**Floorplan with the power grid**

The bar under the picture is 20 um long. Pins as bars on the die edge.
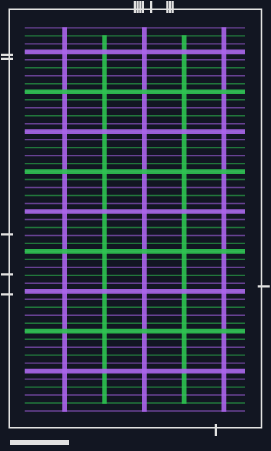
**Placed cells, one color a class**

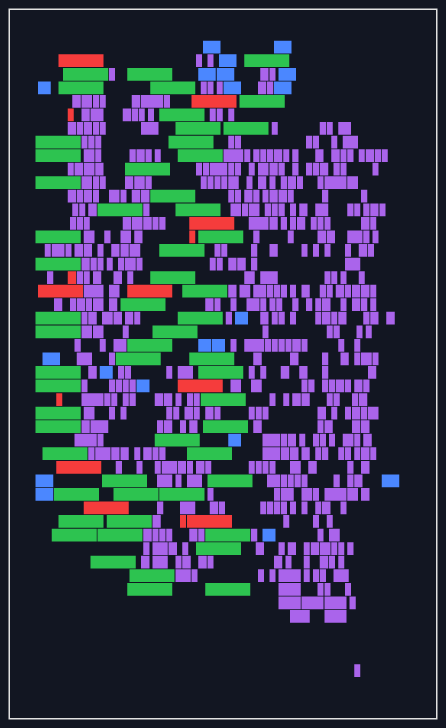
**Routed clock nets over the placement**

The bar under the picture is 20 um long.
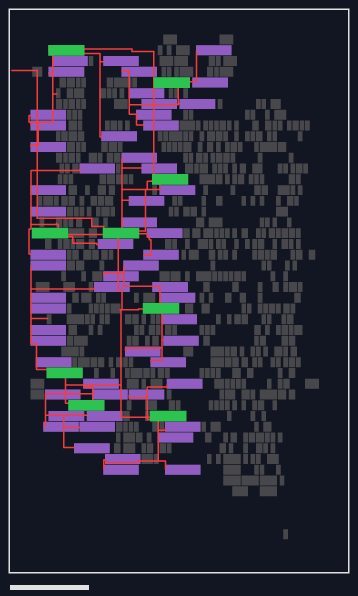
**Routed metal, one color a layer**

The bar under the picture is 20 um long.
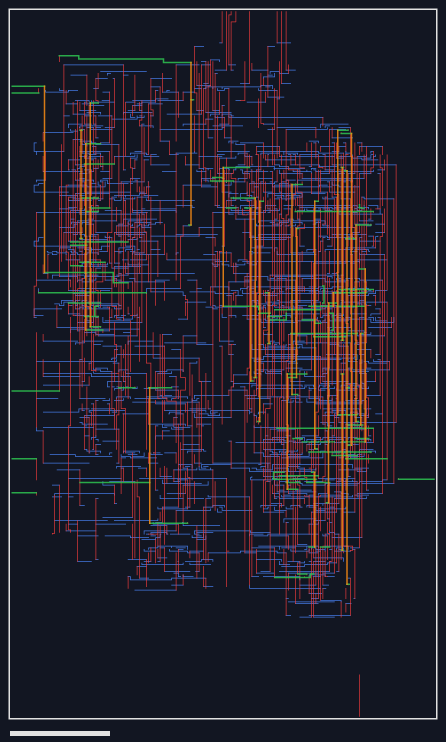
**Clock routing**

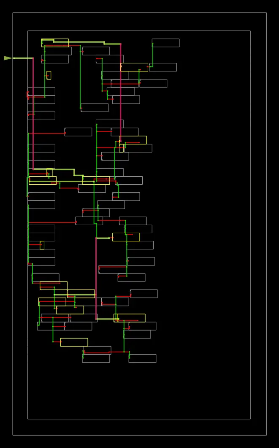
[config.mk]
export PLATFORM = sky130hd
export DESIGN_NAME = ps2_keyboard_ascii
export DESIGN_NICKNAME = d
export VERILOG_FILES = /design/src/rtl/ps2_keyboard_ascii.sv
export SDC_FILE = /design/constraint.sdc
export NUM_CORES = 1
export LEC_CHECK = 0
export ABC_AREA = 1
export CAP_MARGIN = 10
export CORE_ASPECT_RATIO = 1.75
export CORE_MARGIN = 5
export CORE_UTILIZATION = 40
export CTS_BUF_LIST = sky130_fd_sc_hd__clkbuf_16
export CTS_CLUSTER_DIAMETER = 80
export DETAILED_ROUTE_END_ITERATION = 12
export HOLD_SLACK_MARGIN = 0.12
export PLACE_DENSITY_LB_ADDON = 0.3
export SLEW_MARGIN = 20
export SYNTH_ARGS = -nofsm -noshare
export SYNTH_HDL_FRONTEND = slang
export SYNTH_SLANG_ARGS = --single-unit
[constraint.sdc]
create_clock -name inClock -period 3.1 [get_ports inClock]
set_input_delay 0.465 -clock inClock [delete_from_list [all_inputs] [get_ports inClock]]
set_output_delay 0.465 -clock inClock [all_outputs]
set_load 0.01 [all_outputs]
[src/rtl/ps2_keyboard_ascii.sv]
// ps2_keyboard_ascii: PS/2 Set-2 receiver and decoder that emits one ASCII/control byte per key press.
module ps2_keyboard_ascii #(
  parameter int TIMEOUT_CYCLES = 50000
) (
  input  logic       inClock,
  input  logic       inResetNeg,
  input  logic       PS2_CLK,
  input  logic       PS2_DAT,
  output logic [7:0] outASCIIData,
  output logic       outWriteData,
  output logic       outFrameError,
  output logic       outShift
);
  localparam int TW = $clog2(TIMEOUT_CYCLES + 1);
  typedef enum logic {IDLE, RECV} state_t;
  state_t state_q, state_d;
  logic [1:0] clk_sync_q, dat_sync_q;
  logic clk_prev_q, sclk, sdat, fall;
  logic [8:0] sr_q, sr_d;
  logic [9:0] frame;
  logic [3:0] cnt_q, cnt_d;
  logic [TW-1:0] timer_q, timer_d;
  logic byte_valid_q, byte_valid_d, ferr_q, ferr_d;
  logic [7:0] byte_q, byte_d, ascii_q, ascii_d;
  logic brk_q, brk_d, ext_q, ext_d, lshift_q, lshift_d, rshift_q, rshift_d, wr_q, wr_d;
  logic [16:0] map;
  logic [8:0] emap;
  function automatic logic [16:0] lut(input logic [7:0] c);
    case (c)
      8'h1C: lut = {1'b1, "a", "A"};  8'h32: lut = {1'b1, "b", "B"};
      8'h21: lut = {1'b1, "c", "C"};  8'h23: lut = {1'b1, "d", "D"};
      8'h24: lut = {1'b1, "e", "E"};  8'h2B: lut = {1'b1, "f", "F"};
      8'h34: lut = {1'b1, "g", "G"};  8'h33: lut = {1'b1, "h", "H"};
      8'h43: lut = {1'b1, "i", "I"};  8'h3B: lut = {1'b1, "j", "J"};
      8'h42: lut = {1'b1, "k", "K"};  8'h4B: lut = {1'b1, "l", "L"};
      8'h3A: lut = {1'b1, "m", "M"};  8'h31: lut = {1'b1, "n", "N"};
      8'h44: lut = {1'b1, "o", "O"};  8'h4D: lut = {1'b1, "p", "P"};
      8'h15: lut = {1'b1, "q", "Q"};  8'h2D: lut = {1'b1, "r", "R"};
      8'h1B: lut = {1'b1, "s", "S"};  8'h2C: lut = {1'b1, "t", "T"};
      8'h3C: lut = {1'b1, "u", "U"};  8'h2A: lut = {1'b1, "v", "V"};
      8'h1D: lut = {1'b1, "w", "W"};  8'h22: lut = {1'b1, "x", "X"};
      8'h35: lut = {1'b1, "y", "Y"};  8'h1A: lut = {1'b1, "z", "Z"};
      8'h45: lut = {1'b1, "0", ")"};  8'h16: lut = {1'b1, "1", "!"};
      8'h1E: lut = {1'b1, "2", "@"};  8'h26: lut = {1'b1, "3", "#"};
      8'h25: lut = {1'b1, "4", "$"};  8'h2E: lut = {1'b1, "5", "%"};
      8'h36: lut = {1'b1, "6", "^"};  8'h3D: lut = {1'b1, "7", "&"};
      8'h3E: lut = {1'b1, "8", "*"};  8'h46: lut = {1'b1, "9", "("};
      8'h29: lut = {1'b1, " ", " "};  8'h41: lut = {1'b1, ",", "<"};
      8'h49: lut = {1'b1, ".", ">"};  8'h4A: lut = {1'b1, "/", "?"};
      8'h4E: lut = {1'b1, "-", "_"};  8'h55: lut = {1'b1, "=", "+"};
      8'h5A: lut = {1'b1, 8'h0D, 8'h0D};
      8'h76: lut = {1'b1, 8'h1B, 8'h1B};
      8'h66: lut = {1'b1, 8'h08, 8'h08};
      default: lut = 17'h0;
    endcase
  endfunction
  function automatic logic [8:0] elut(input logic [7:0] c);
    case (c)
      8'h75: elut = {1'b1, 8'h11};
      8'h72: elut = {1'b1, 8'h12};
      8'h6B: elut = {1'b1, 8'h13};
      8'h74: elut = {1'b1, 8'h14};
      8'h5A: elut = {1'b1, 8'h0D};
      default: elut = 9'h0;
    endcase
  endfunction
  assign sclk = clk_sync_q[1];
  assign sdat = dat_sync_q[1];
  assign fall = clk_prev_q & ~sclk;
  assign frame = {sdat, sr_q};
  // Receiver: start bit in IDLE, then 8 data + odd parity + stop, each shifted in at the top.
  always_comb begin
    state_d = state_q;
    sr_d = sr_q;
    cnt_d = cnt_q;
    timer_d = timer_q;
    byte_valid_d = 1'b0;
    byte_d = byte_q;
    ferr_d = 1'b0;
    if (state_q == IDLE) begin
      if (fall) begin
        ferr_d = sdat;
        state_d = sdat ? IDLE : RECV;
        cnt_d = '0;
        timer_d = '0;
      end
    end else if (fall) begin
      sr_d = frame[9:1];
      cnt_d = cnt_q + 4'd1;
      timer_d = '0;
      if (cnt_q == 4'd9) begin
        state_d = IDLE;
        byte_valid_d = frame[9] & (^frame[8:0]);
        ferr_d = ~(frame[9] & (^frame[8:0]));
        byte_d = frame[7:0];
      end
    end else if (timer_q == TW'(TIMEOUT_CYCLES - 1)) begin
      ferr_d = 1'b1;
      state_d = IDLE;
    end else begin
      timer_d = timer_q + 1'b1;
    end
  end
  assign map = lut(byte_q);
  assign emap = elut(byte_q);
  // Decoder: prefixes latch into brk/ext and are consumed by the next ordinary code.
  always_comb begin
    brk_d = brk_q;
    ext_d = ext_q;
    lshift_d = lshift_q;
    rshift_d = rshift_q;
    wr_d = 1'b0;
    ascii_d = ascii_q;
    if (byte_valid_q) begin
      if (byte_q == 8'hE0) begin
        ext_d = 1'b1;
      end else if (byte_q == 8'hF0) begin
        brk_d = 1'b1;
      end else begin
        brk_d = 1'b0;
        ext_d = 1'b0;
        lshift_d = (!ext_q && byte_q == 8'h12) ? !brk_q : lshift_q;
        rshift_d = (!ext_q && byte_q == 8'h59) ? !brk_q : rshift_q;
        wr_d = !brk_q && (ext_q ? emap[8] : map[16]);
        ascii_d = !wr_d ? ascii_q : ext_q ? emap[7:0] : (lshift_q | rshift_q) ? map[7:0] : map[15:8];
      end
    end
  end
  always_ff @(posedge inClock or negedge inResetNeg) begin
    if (!inResetNeg) begin
      clk_sync_q <= 2'b00;
      dat_sync_q <= 2'b00;
      clk_prev_q <= 1'b0;
      state_q <= IDLE;
      sr_q <= '0;
      cnt_q <= '0;
      timer_q <= '0;
      byte_valid_q <= 1'b0;
      byte_q <= '0;
      ferr_q <= 1'b0;
      brk_q <= 1'b0;
      ext_q <= 1'b0;
      lshift_q <= 1'b0;
      rshift_q <= 1'b0;
      wr_q <= 1'b0;
      ascii_q <= '0;
    end else begin
      clk_sync_q <= {clk_sync_q[0], PS2_CLK};
      dat_sync_q <= {dat_sync_q[0], PS2_DAT};
      clk_prev_q <= sclk;
      state_q <= state_d;
      sr_q <= sr_d;
      cnt_q <= cnt_d;
      timer_q <= timer_d;
      byte_valid_q <= byte_valid_d;
      byte_q <= byte_d;
      ferr_q <= ferr_d;
      brk_q <= brk_d;
      ext_q <= ext_d;
      lshift_q <= lshift_d;
      rshift_q <= rshift_d;
      wr_q <= wr_d;
      ascii_q <= ascii_d;
    end
  end
  assign outASCIIData = ascii_q;
  assign outWriteData = wr_q;
  assign outFrameError = ferr_q;
  assign outShift = lshift_q | rshift_q;
endmodule

==> results_dict.tcl <==
# place-and-route summary
set metrics [dict create \
    r2r_setup_slack_ns 0.67 \
    crit_start "byte_q[1]" \
    skew_ns 0.00569 \
    root_buffer "clkbuf_16" \
    final_util_pct 45.4 \
    htreeDepth 3 \
    grt-ovfl-total 0 \
    dieWidth_um 85.5 \
    wl_per_cell_um 15.3 \
    die-area_mm2 0.0121 \
    pwr-share-clk_pct 30.3 \
    tightest_slew_ns 0.658 \
    synthCells 589 \
    wl_um 11100 \
    leakagePower_nw 2.22 \
    clk_pin_slew_ns 0.05 \
    hold_buffers 0 \
    drive_gt1_share_pct 7.63 \
    xor_share_pct 2.20 \
    grt.total_usage_pct 19.2 \
    hold_class "input pin to asynchronous set/reset pin" \
    synth.distinct_cells 44 \
    hpwlAfterDp_um 8420 \
    yosysWarnings 0 \
    ys_top_logic_family "simple AND/OR/NAND/NOR gates" \
    grt_max_degree 51 \
    criticalPathCategory "flop to flop" \
    cp-start-kind "flop" \
    insertedDiodeCount 0 \
    clkSinkCount 57 \
    gr-usage-met3_pct 3.42 \
    synth.avg_cell_area_um2 6.77 \
    relSlewSlack_pct 56.1 \
    period_needed_ns 2.43 \
    hold_ws_ns 0.152 \
    syn-cell-area_mm2 0.00399 \
    timing_hold_violations_final 0 \
    combPwrFrac_pct 32.2 \
    cts_tree "yes" \
    grt_first_pass_wirelength_um 18200 \
    cts.path.max_buffers 2 \
    power.switching_uw 948 \
    fp.dieH_um 142 \
    synthArstFlopShare_pct 100 \
    grt_setup_unrepaired "false" \
    vias_per_cell 5.39 \
    final-max-slew-violation-count 0 \
    swShare_pct 35.9 \
    final_cell_mix "nand2_1 (195), inv_1 (67), dfrtp_1 (57), o21ai_0 (48), nor2_1 (45)" \
    ios 15 \
    synth_nets 603 \
    ys_chip_area_mm2 0.00399 \
    fmax_ghz 0.411 \
    ys_sh_adder_pct 3.14 \
    numSynthFlops 57 \
    dr.first_iter.drc_count 207 \
    rr_startpoint "byte_q[1]" \
    reg2reg_depth 13 \
    vias 3923 \
    path_max_fanout 9 \
    largest_register_ffs 16 \
    maxCapViolCount 0 \
    rows 48 \
    ys_sh_aoi_pct 12.3 \
    critPathMostFrequentCell "nand2_1" \
    path_cells "inv_1, ha_1, nand2_2, a21oi_2, nand2_1, nand2_1, nand3_1, nand2_1, nand3_1, nand2_2, nand3_2, nand2_1, nand2_1" \
    layout_top_cell "nand2_1" \
    crit_family "simple AND/OR/NAND/NOR gates" \
    grt_pass1_vias 3752 \
    power.internal_mw 1.69 \
    seqPwrFrac_pct 37.5 \
    antenna_found_initial 0 \
    irDropWorstVdd_uv 645 \
    io_buffers 13 \
    syn2layout_area_growth_pct 11.4 \
    gp_congestion 0.976 \
    busiest_layer "met2" \
    ff_latch_area_mm2 0.00143 \
    critPathBufInv 1 \
    p_per_area_mw_per_mm2 594 \
    ys_seq_share_pct 35.8 \
    ant_nets 0 \
    simple_gate_area_share_pct 36.4 \
    remaining_drc_errors 0 \
    gr-usage-met2_pct 33.3 \
    endpoint_kind "flop" \
    maxPowerGroup "registers" \
    cp.depth 13 \
    crit_slowest_cell "dfrtp_1" \
    final.setup.tns_ns 0 \
    status "completed" \
    cp.required_ns 3.30 \
    rr_endpoint "outASCIIData[6]" \
    ctsResizeCount 0 \
    comb-power_uw 849 \
    reg_top3 "timer_q (16), sr_q (9), byte_q (8)" \
    met1_usage_pct 19.5 \
    edf_count 0 \
    post_cts_buffers 0 \
    fin_crit_sh_pct 78.5 \
    crit_end "outASCIIData[6]" \
    worst_ep_arrival_time_ns 2.63 \
    logic_area_mm2 0.00217 \
    core_mm2 0.00979 \
    cpPeakStageDelay_ns 0.51 \
    yosys_cells 589 \
    finalSetupViolCount 0 \
    flop_cell "dfrtp_1" \
    initial_utilization_pct 40.7 \
    mux_area_share_pct 0.251 \
    largest_register "timer_q" \
    drt_pass1_iterations 6 \
    nFillCells 1006 \
    final_nets 614 \
    warnings 32 \
    seq_power_uw 991 \
]
Back to the opening pictures, 'floorplan with the power grid':
[purple] VSS
[green] VDD
met1 rails: 49
rows: 48
met5 straps: 9
met4 straps: 5

Back to the opening pictures, 'placed cells, one color a class':
[red] clock drivers and dummy loads | cells: 14 | share of their area: 5.7%
[purple] combinational and other logic | cells: 512 | share of their area: 57%
[blue] remaining buffers and delay cells | cells: 20 | share of their area: 4.2%
[green] sequential cells | cells: 57 | share of their area: 33%

Back to the opening pictures, 'routed clock nets over the placement':
[purple] flip-flops | count: 57
[green] clock drivers | count: 9
[red] clock wires | length: 715 um
routed clock nets: 10

Back to the opening pictures, 'routed metal, one color a layer':
[red] metal 2 | wire length: 5680 um
[orange] metal 4 | wire length: 922 um
[blue] metal 1 | wire length: 4070 um
[green] metal 3 | wire length: 453 um

Back to the opening pictures, 'clock routing':
worst skew pair latency: 0.32 ns
Clock group: 800 uW
Inserted Clock Buffers: 9

==> layer usage <==
| metal | up-vias | wire, um |
|---|---|---|
| met5 | - | 0 |
| li1 | 1914 | - |
| met2 | 155 | 5680 |
| met4 | 0 | 922 |
| met3 | 55 | 452 |
| met1 | 1799 | 4070 |
==> final cells by class <==
| class | instances | share of cell area (%) |
|---|---|---|
| Sequential cell | 57 | 32.1 |
| Clock buffer | 9 | 5.07 |
| Clock inverter | 5 | 0.450 |
| Multi-Input combinational cell | 442 | 48.8 |
| Timing Repair Buffer | 20 | 4.05 |
| Tap cell | 125 | 3.52 |
| Inverter | 70 | 6.02 |
==> worst min path at each step <==
stage | from | end | cells after the start
after global routing | inResetNeg | timer_q[12] | 1
after detailed placement | clk_sync_q[0] | clk_sync_q[1] | 0
after floorplan | inResetNeg | brk_q | 0
after global placement | dat_sync_q[0] | dat_sync_q[1] | 0
final | inResetNeg | timer_q[12] | 1
after CTS | dat_sync_q[0] | dat_sync_q[1] | 0
==> Yosys cell counts (5+ instances only) <==
library cell	instances	area (um2)
nand2_2	7	43.8
buf_4	6	45.0
inv_2	6	22.5
nor3_1	6	30.0
nand2_1	195	732
xnor2_1	7	61.3
o21ai_0	48	240
dfrtp_1	57	1430
inv_1	63	236
nand3_1	41	205
clkbuf_1	6	22.5
a21oi_1	24	120
nand4_1	14	87.6
ha_1	10	125
nor2_1	45	169
buf_2	5	25.0
==> per-stage QoR <==
stage / std cells / power [mW] / setup slack (ns) / instance area, um2
3_5_place_dp: 714 / 1.84 / 0.726 / 4200
5_1_grt: 728 / 2.84 / 0.502 / 4440
4_1_cts: 728 / 2.67 / 0.681 / 4440
2_1_floorplan: 589 / 1.64 / 1.19 / 3990
6_report: 728 / 2.64 / 0.667 / 4440
3_3_place_gp: 714 / 1.83 / 0.762 / 4200
No activity file was given, so power comes from the tool's default toggle rates.
